placement_by_type.png
Fill, decap, tap and diode cells in grey.
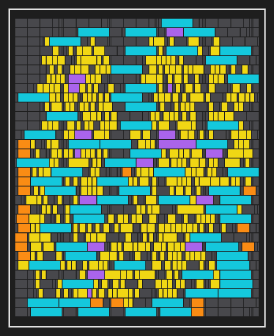
sizes.png
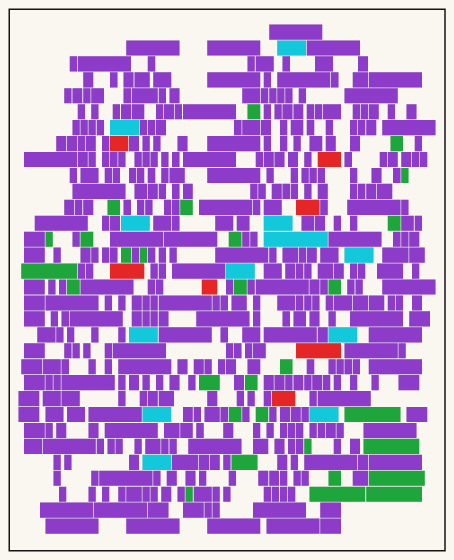
io_fan.png
Bar = 20 um.
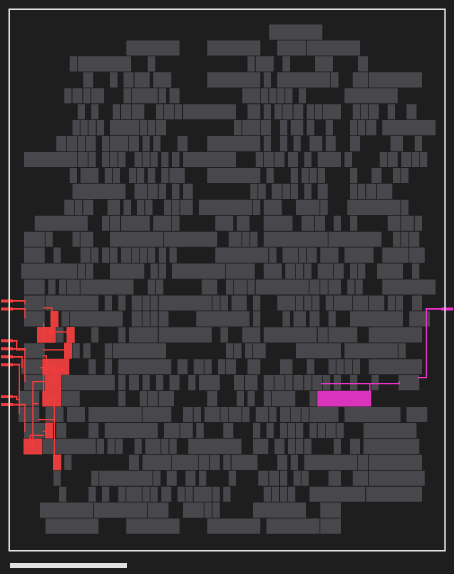
placement.png
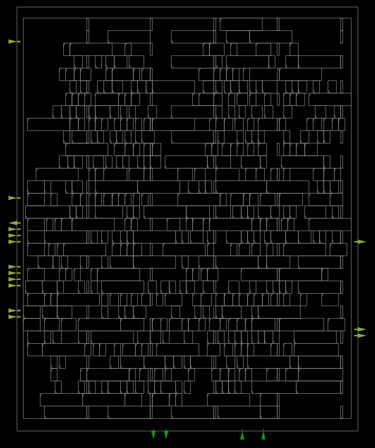
wires.png
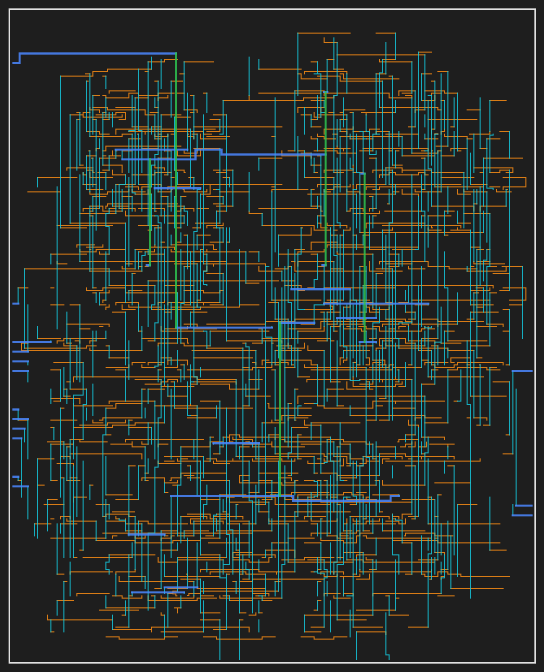
`src/rtl/ps2_pkg.sv`:
```
// Shared types and constants for the PS/2 host transmit path: FSM state encoding,
// mouse command bytes, default timing and the odd-parity helper.
package ps2_pkg;

  typedef enum logic [2:0] {
    ST_IDLE      = 3'd0,
    ST_INHIBIT   = 3'd1,
    ST_REQ       = 3'd2,
    ST_DATA      = 3'd3,
    ST_PARITY    = 3'd4,
    ST_STOP      = 3'd5,
    ST_ACK       = 3'd6,
    ST_WAIT_IDLE = 3'd7
  } ps2_tx_state_t;

  localparam logic [7:0] PS2_CMD_RESET    = 8'hFF;
  localparam logic [7:0] PS2_CMD_ENABLE   = 8'hF4;
  localparam logic [7:0] PS2_CMD_SET_RATE = 8'hF3;
  localparam logic [7:0] PS2_RESP_ACK     = 8'hFA;

  localparam int PS2_INHIBIT_CYCLES = 6000;
  localparam int PS2_TIMEOUT_CYCLES = 1000000;
  localparam int PS2_SYNC_STAGES    = 2;

  // Odd parity: the nine transmitted bits always carry an odd number of ones.
  function automatic logic ps2_odd_parity(input logic [7:0] data);
    return ~^data;
  endfunction

endpackage

```
`src/rtl/ps2_line_sync.sv`:
```
// Metastability synchronizer for one raw PS/2 pin plus a falling-edge detector
// built from one extra history flop behind the synchronized level.
module ps2_line_sync #(
  parameter int SYNC_STAGES = 2
) (
  input  logic CLOCK_50,
  input  logic reset,
  input  logic line_in,
  output logic level,
  output logic fall
);

  logic [SYNC_STAGES-1:0] sync_r;
  logic                   hist_r;

  // Shift the pin through the synchronizer; reset to the idle-high bus level so no edge appears out of reset.
  always_ff @(posedge CLOCK_50 or posedge reset) begin
    if (reset) begin
      sync_r <= '1;
      hist_r <= 1'b1;
    end else begin
      sync_r <= (sync_r << 1) | SYNC_STAGES'(line_in);
      hist_r <= sync_r[SYNC_STAGES-1];
    end
  end

  assign level = sync_r[SYNC_STAGES-1];
  assign fall  = hist_r & ~sync_r[SYNC_STAGES-1];

endmodule

```
`src/rtl/ps2_host_tx.sv`:
```
// PS/2 host-to-device command transmitter (inhibit, request-to-send, 8 data bits,
// odd parity, stop, ack). Define PS2_TX_RETRY_EN to allow one automatic retry.
module ps2_host_tx
  import ps2_pkg::*;
#(
  parameter int INHIBIT_CYCLES = PS2_INHIBIT_CYCLES,
  parameter int TIMEOUT_CYCLES = PS2_TIMEOUT_CYCLES,
  parameter int SYNC_STAGES    = PS2_SYNC_STAGES
) (
  input  logic       CLOCK_50,
  input  logic       reset,
  input  logic       cmd_valid,
  input  logic [7:0] cmd_data,
  output logic       cmd_ready,
  input  logic       ps2_clk_in,
  input  logic       ps2_dat_in,
  output logic       ps2_clk_oe,
  output logic       ps2_dat_oe,
  output logic       busy,
  output logic       done,
  output logic       error
);

  localparam int INH_W = $clog2(INHIBIT_CYCLES + 1);
  localparam int TMO_W = $clog2(TIMEOUT_CYCLES + 1);
  localparam logic [INH_W-1:0] INH_LOAD = INH_W'(INHIBIT_CYCLES - 1);
  localparam logic [INH_W-1:0] INH_ONE  = INH_W'(1);
  localparam logic [TMO_W-1:0] TMO_LOAD = TMO_W'(TIMEOUT_CYCLES - 1);
  localparam logic [TMO_W-1:0] TMO_ONE  = TMO_W'(1);

  ps2_tx_state_t    state_r;
  logic [8:0]       frame_r;
  logic [3:0]       fe_cnt_r;
  logic [INH_W-1:0] inh_cnt_r;
  logic [TMO_W-1:0] tmo_cnt_r;
  logic             req_hold_r;
  logic             ack_r;
  logic             clk_oe_r;
  logic             dat_oe_r;
  logic             busy_r;
  logic             done_r;
  logic             error_r;
  logic             cmd_ready_r;
`ifdef PS2_TX_RETRY_EN
  logic             retry_used_r;
`endif

  logic clk_lvl_s;
  logic clk_fe_s;
  logic dat_lvl_s;
  logic dat_fall_unused_s;
  logic tmo_active_s;
  logic finish_s;
  logic tmo_exp_s;
  logic fail_s;

  ps2_line_sync #(.SYNC_STAGES(SYNC_STAGES)) u_clk_sync (
    .CLOCK_50 (CLOCK_50),
    .reset    (reset),
    .line_in  (ps2_clk_in),
    .level    (clk_lvl_s),
    .fall     (clk_fe_s)
  );

  ps2_line_sync #(.SYNC_STAGES(SYNC_STAGES)) u_dat_sync (
    .CLOCK_50 (CLOCK_50),
    .reset    (reset),
    .line_in  (ps2_dat_in),
    .level    (dat_lvl_s),
    .fall     (dat_fall_unused_s)
  );

  // A device falling edge always beats an expiring timeout in the same cycle.
  assign tmo_active_s = (state_r != ST_IDLE) && (state_r != ST_INHIBIT);
  assign finish_s     = (state_r == ST_WAIT_IDLE) && clk_lvl_s && dat_lvl_s;
  assign tmo_exp_s    = tmo_active_s && !clk_fe_s && !finish_s && (tmo_cnt_r == '0);
  assign fail_s       = tmo_exp_s || (finish_s && !ack_r);

  // Transmit sequencer: owns both line drivers, handshake and status pulses.
  always_ff @(posedge CLOCK_50 or posedge reset) begin
    if (reset) begin
      state_r      <= ST_IDLE;
      frame_r      <= 9'd0;
      fe_cnt_r     <= 4'd0;
      inh_cnt_r    <= '0;
      tmo_cnt_r    <= '0;
      req_hold_r   <= 1'b0;
      ack_r        <= 1'b0;
      clk_oe_r     <= 1'b0;
      dat_oe_r     <= 1'b0;
      busy_r       <= 1'b0;
      done_r       <= 1'b0;
      error_r      <= 1'b0;
      cmd_ready_r  <= 1'b1;
`ifdef PS2_TX_RETRY_EN
      retry_used_r <= 1'b0;
`endif
    end else begin
      done_r  <= 1'b0;
      error_r <= 1'b0;

      if (tmo_active_s) begin
        if (clk_fe_s) begin
          tmo_cnt_r <= TMO_LOAD;
        end else if (tmo_cnt_r != '0) begin
          tmo_cnt_r <= tmo_cnt_r - TMO_ONE;
        end
      end

      if (fail_s) begin
`ifdef PS2_TX_RETRY_EN
        if (!retry_used_r) begin
          retry_used_r <= 1'b1;
          state_r      <= ST_INHIBIT;
          inh_cnt_r    <= INH_LOAD;
          fe_cnt_r     <= 4'd0;
          clk_oe_r     <= 1'b1;
          dat_oe_r     <= 1'b0;
        end else begin
          state_r  <= ST_IDLE;
          clk_oe_r <= 1'b0;
          dat_oe_r <= 1'b0;
          busy_r   <= 1'b0;
          error_r  <= 1'b1;
        end
`else
        state_r  <= ST_IDLE;
        clk_oe_r <= 1'b0;
        dat_oe_r <= 1'b0;
        busy_r   <= 1'b0;
        error_r  <= 1'b1;
`endif
      end else if (finish_s) begin
        state_r  <= ST_IDLE;
        clk_oe_r <= 1'b0;
        dat_oe_r <= 1'b0;
        busy_r   <= 1'b0;
        done_r   <= 1'b1;
      end else begin
        case (state_r)
          ST_IDLE: begin
            cmd_ready_r <= 1'b1;
            if (cmd_valid && cmd_ready_r) begin
              frame_r      <= {ps2_odd_parity(cmd_data), cmd_data};
              inh_cnt_r    <= INH_LOAD;
              fe_cnt_r     <= 4'd0;
              clk_oe_r     <= 1'b1;
              dat_oe_r     <= 1'b0;
              busy_r       <= 1'b1;
              cmd_ready_r  <= 1'b0;
              state_r      <= ST_INHIBIT;
`ifdef PS2_TX_RETRY_EN
              retry_used_r <= 1'b0;
`endif
            end
          end
          ST_INHIBIT: begin
            if (inh_cnt_r == '0) begin
              dat_oe_r   <= 1'b1;
              req_hold_r <= 1'b1;
              tmo_cnt_r  <= TMO_LOAD;
              state_r    <= ST_REQ;
            end else begin
              inh_cnt_r <= inh_cnt_r - INH_ONE;
            end
          end
          ST_REQ: begin
            // Start bit goes out with the clock still held, then the clock is released.
            if (req_hold_r) begin
              clk_oe_r   <= 1'b0;
              req_hold_r <= 1'b0;
            end else if (clk_fe_s) begin
              dat_oe_r <= ~frame_r[0];
              fe_cnt_r <= 4'd1;
              state_r  <= ST_DATA;
            end
          end
          ST_DATA: begin
            if (clk_fe_s) begin
              dat_oe_r <= ~frame_r[fe_cnt_r];
              fe_cnt_r <= fe_cnt_r + 4'd1;
              if (fe_cnt_r == 4'd7) begin
                state_r <= ST_PARITY;
              end
            end
          end
          ST_PARITY: begin
            if (clk_fe_s) begin
              dat_oe_r <= ~frame_r[8];
              fe_cnt_r <= fe_cnt_r + 4'd1;
              state_r  <= ST_STOP;
            end
          end
          ST_STOP: begin
            if (clk_fe_s) begin
              dat_oe_r <= 1'b0;
              fe_cnt_r <= fe_cnt_r + 4'd1;
              state_r  <= ST_ACK;
            end
          end
          ST_ACK: begin
            if (clk_fe_s) begin
              ack_r    <= ~dat_lvl_s;
              fe_cnt_r <= fe_cnt_r + 4'd1;
              state_r  <= ST_WAIT_IDLE;
            end
          end
          ST_WAIT_IDLE: begin
            state_r <= ST_WAIT_IDLE;
          end
          default: begin
            state_r  <= ST_IDLE;
            clk_oe_r <= 1'b0;
            dat_oe_r <= 1'b0;
            busy_r   <= 1'b0;
          end
        endcase
      end
    end
  end

  assign cmd_ready  = cmd_ready_r;
  assign ps2_clk_oe = clk_oe_r;
  assign ps2_dat_oe = dat_oe_r;
  assign busy       = busy_r;
  assign done       = done_r;
  assign error      = error_r;

endmodule

```
`config.mk`:
```
export PLATFORM = sky130hd
export DESIGN_NAME = ps2_host_tx
export DESIGN_NICKNAME = d
export VERILOG_FILES = /design/src/rtl/ps2_pkg.sv /design/src/rtl/ps2_line_sync.sv /design/src/rtl/ps2_host_tx.sv
export SDC_FILE = /design/constraint.sdc
export NUM_CORES = 1
export LEC_CHECK = 0
export ABC_AREA = 1
export CORE_ASPECT_RATIO = 1.25
export CORE_UTILIZATION = 55
export DETAILED_ROUTE_END_ITERATION = 8
export PLACE_DENSITY_LB_ADDON = 0.2
export SLEW_MARGIN = 20
export SYNTH_ARGS = -nofsm -noshare
export SYNTH_HDL_FRONTEND = slang
export SYNTH_SLANG_ARGS = --single-unit
```
`constraint.sdc`:
```
create_clock -name CLOCK_50 -period 5.4 [get_ports CLOCK_50]
set_clock_uncertainty 0.2 [all_clocks]
set_input_delay 1.08 -clock CLOCK_50 [delete_from_list [all_inputs] [get_ports CLOCK_50]]
set_output_delay 1.08 -clock CLOCK_50 [all_outputs]
set_load 0.01 [all_outputs]
```
==> flow_summary.yaml <==
# generated from flow reports
outcome:
  status: "complete, no violations"
grt:
  antenna_found_initial: 0
  track_usage: 0.250
  overflow: 0
  grt_pass1_wl_um: 13000
  grtUsageMet2: 0.416
  top_usage_layer: "met2"
clock_network:
  clk_pin_slew_ns: 0.07
  cts_sinks: 62
  cts_buffers: 9
  postCtsSetupBuffers: 0
  clock_path_buffers: 2
  cts_hold_buf: 0
  root_buffer: "clkbuf_8"
  htreeDepth: 3
  cts_repair_resize_count: 0
cells_and_area:
  dominant_cells: "multi-input combinational cells"
  fin_util: 0.649
  insertedDiodeCount: 0
  clkbuf_count: 13
  nNonClkInverters: 59
  sh_comb_area: 0.435
  final_common_cell: "nand2_1"
  final_cell_area_um2: 4030
  final_cell_mix: "nand2_1 (124), nor2_1 (65), dfrtp_1 (56)"
  area_growth_pct: 12.6
  final_nets: 515
  reg_top3: "tmo_cnt_r x20, inh_cnt_r x13, frame_r x9"
  buf_share: 0.0466
  largest_register_ff_count: 20
  n_all_buffers: 19
  layout-drive-gt1-share: 0.0954
  ff_latch_area_um2: 1560
synth:
  synth-edff-count: 0
  synth_nets: 492
  ys.flops: 62
  synth_area_um2: 3580
  aoi_share: 0.0986
  ys_cells: 475
  yosysWarnings: 0
  synthCells: 475
  ys_seq_share: 0.436
  synth.comb.largest_family: "simple AND/OR/NAND/NOR gates"
  ys_sh_adder: 0.0140
  async_flop_share: 1.00
  synth_top_cell_by_count: "nand2_1"
  ys_sh_mux: 0
  common_cells: "nand2_1 (124), nor2_1 (65), dfrtp_1 (56)"
  syn_area_per_cell_um2: 7.53
placed_design:
  place_area_um2: 3830
  hpwl_um: 5490
  place.gp.congestion: 0.894
  dp.cells: 572
  place_ws_ns: 2.44
setup_path:
  startpoint_type: "flop"
  crit_type: "flop to output pin"
  path_max_fanout: 3
  cpPeakStageDelay_ns: 0.55
  endpoint: "cmd_ready"
  worstPathCellList: "clkdlybuf4s50_1"
  reg2regPathDepth: 12
  cp-startpoint: "cmd_ready$_DFFE_PP1P_"
  r2r-end: "inh_cnt_r[12]$_DFFE_PP0P_"
  crit_path_end_kind: "output pin"
  reg2reg_slack_ns: 2.77
  worstPathArrival_ns: 1.43
  crit_family: "flip-flops"
  critPathRequiredTime_ns: 4.12
  path_depth: 1
floorplan:
  io_pins: 19
  die_h_um: 92.2
  dieArea_um2: 6830
  coreArea_um2: 6210
  tapCellCount: 85
  rows: 32
worst_hold_path:
  hold_depth: 0
  hp-start: "u_clk_sync.sync_r[0]$_DFF_PP1_"
  min_path_type: "flop to flop"
power_and_ir_drop:
  clkPwrFrac: 0.212
  p_clk_mw: 0.422
  power.share.combinational: 0.421
  p_sw_mw: 0.856
  sw_frac_of_total: 0.429
  peakVddDrop_mv: 0.274
route:
  drt_pre_antenna_iters: 5
  wl_met1_um: 3400
  wl_per_cell_um: 12.7
  first_iter_violations: 191
  met2_length_um: 3750
  antenna_left: 0
  routed.top_layer: "met4"
  vias: 3105
timing:
  rsz0062_at_grt: "false"
  setup_viol: 0
  drv_slew: 0
  fin_crit_sh: 0.501
  maxSlewHeadroom: 0.538
  holdWs_ns: 0.155
  finalHoldViolCount: 0
job:
  timing.max_cap.violations: 0
  warnings: 27
Back to the opening pictures, placement_by_type.png:
- purple: clock drivers and dummy loads (cells 16)
- yellow: combinational and other logic (cells 406)
- orange: other buffers and delay cells (cells 19)
- cyan: flops (cells 62)

Back to the opening pictures, sizes.png:
- purple: _0 and _1 cells (cells 455; most used nand2_1)
- green: _2 cells (cells 29)
- cyan: _6 and larger (cells 12; most used clkbuf_8)
- red: _3 and _4 cells (cells 7; most used nor2_4)

Back to the opening pictures, io_fan.png:
- magenta: ps2_dat_oe (bits 1; direction output; edge east; end cells 1; buffers 1; wire 31.2 um)
- red: cmd_data (bits 8; direction input; edge west; end cells 12; buffers 8; wire 106 um)

Back to the opening pictures, placement.png:
Final Non-Filler Cells: 588
fillers: 562

Back to the opening pictures, wires.png:
- green: metal 4 (wire length 127 um)
- blue: metal 3 (wire length 207 um)
- orange: metal 1 (wire length 3400 um)
- cyan: metal 2 (wire length 3750 um)

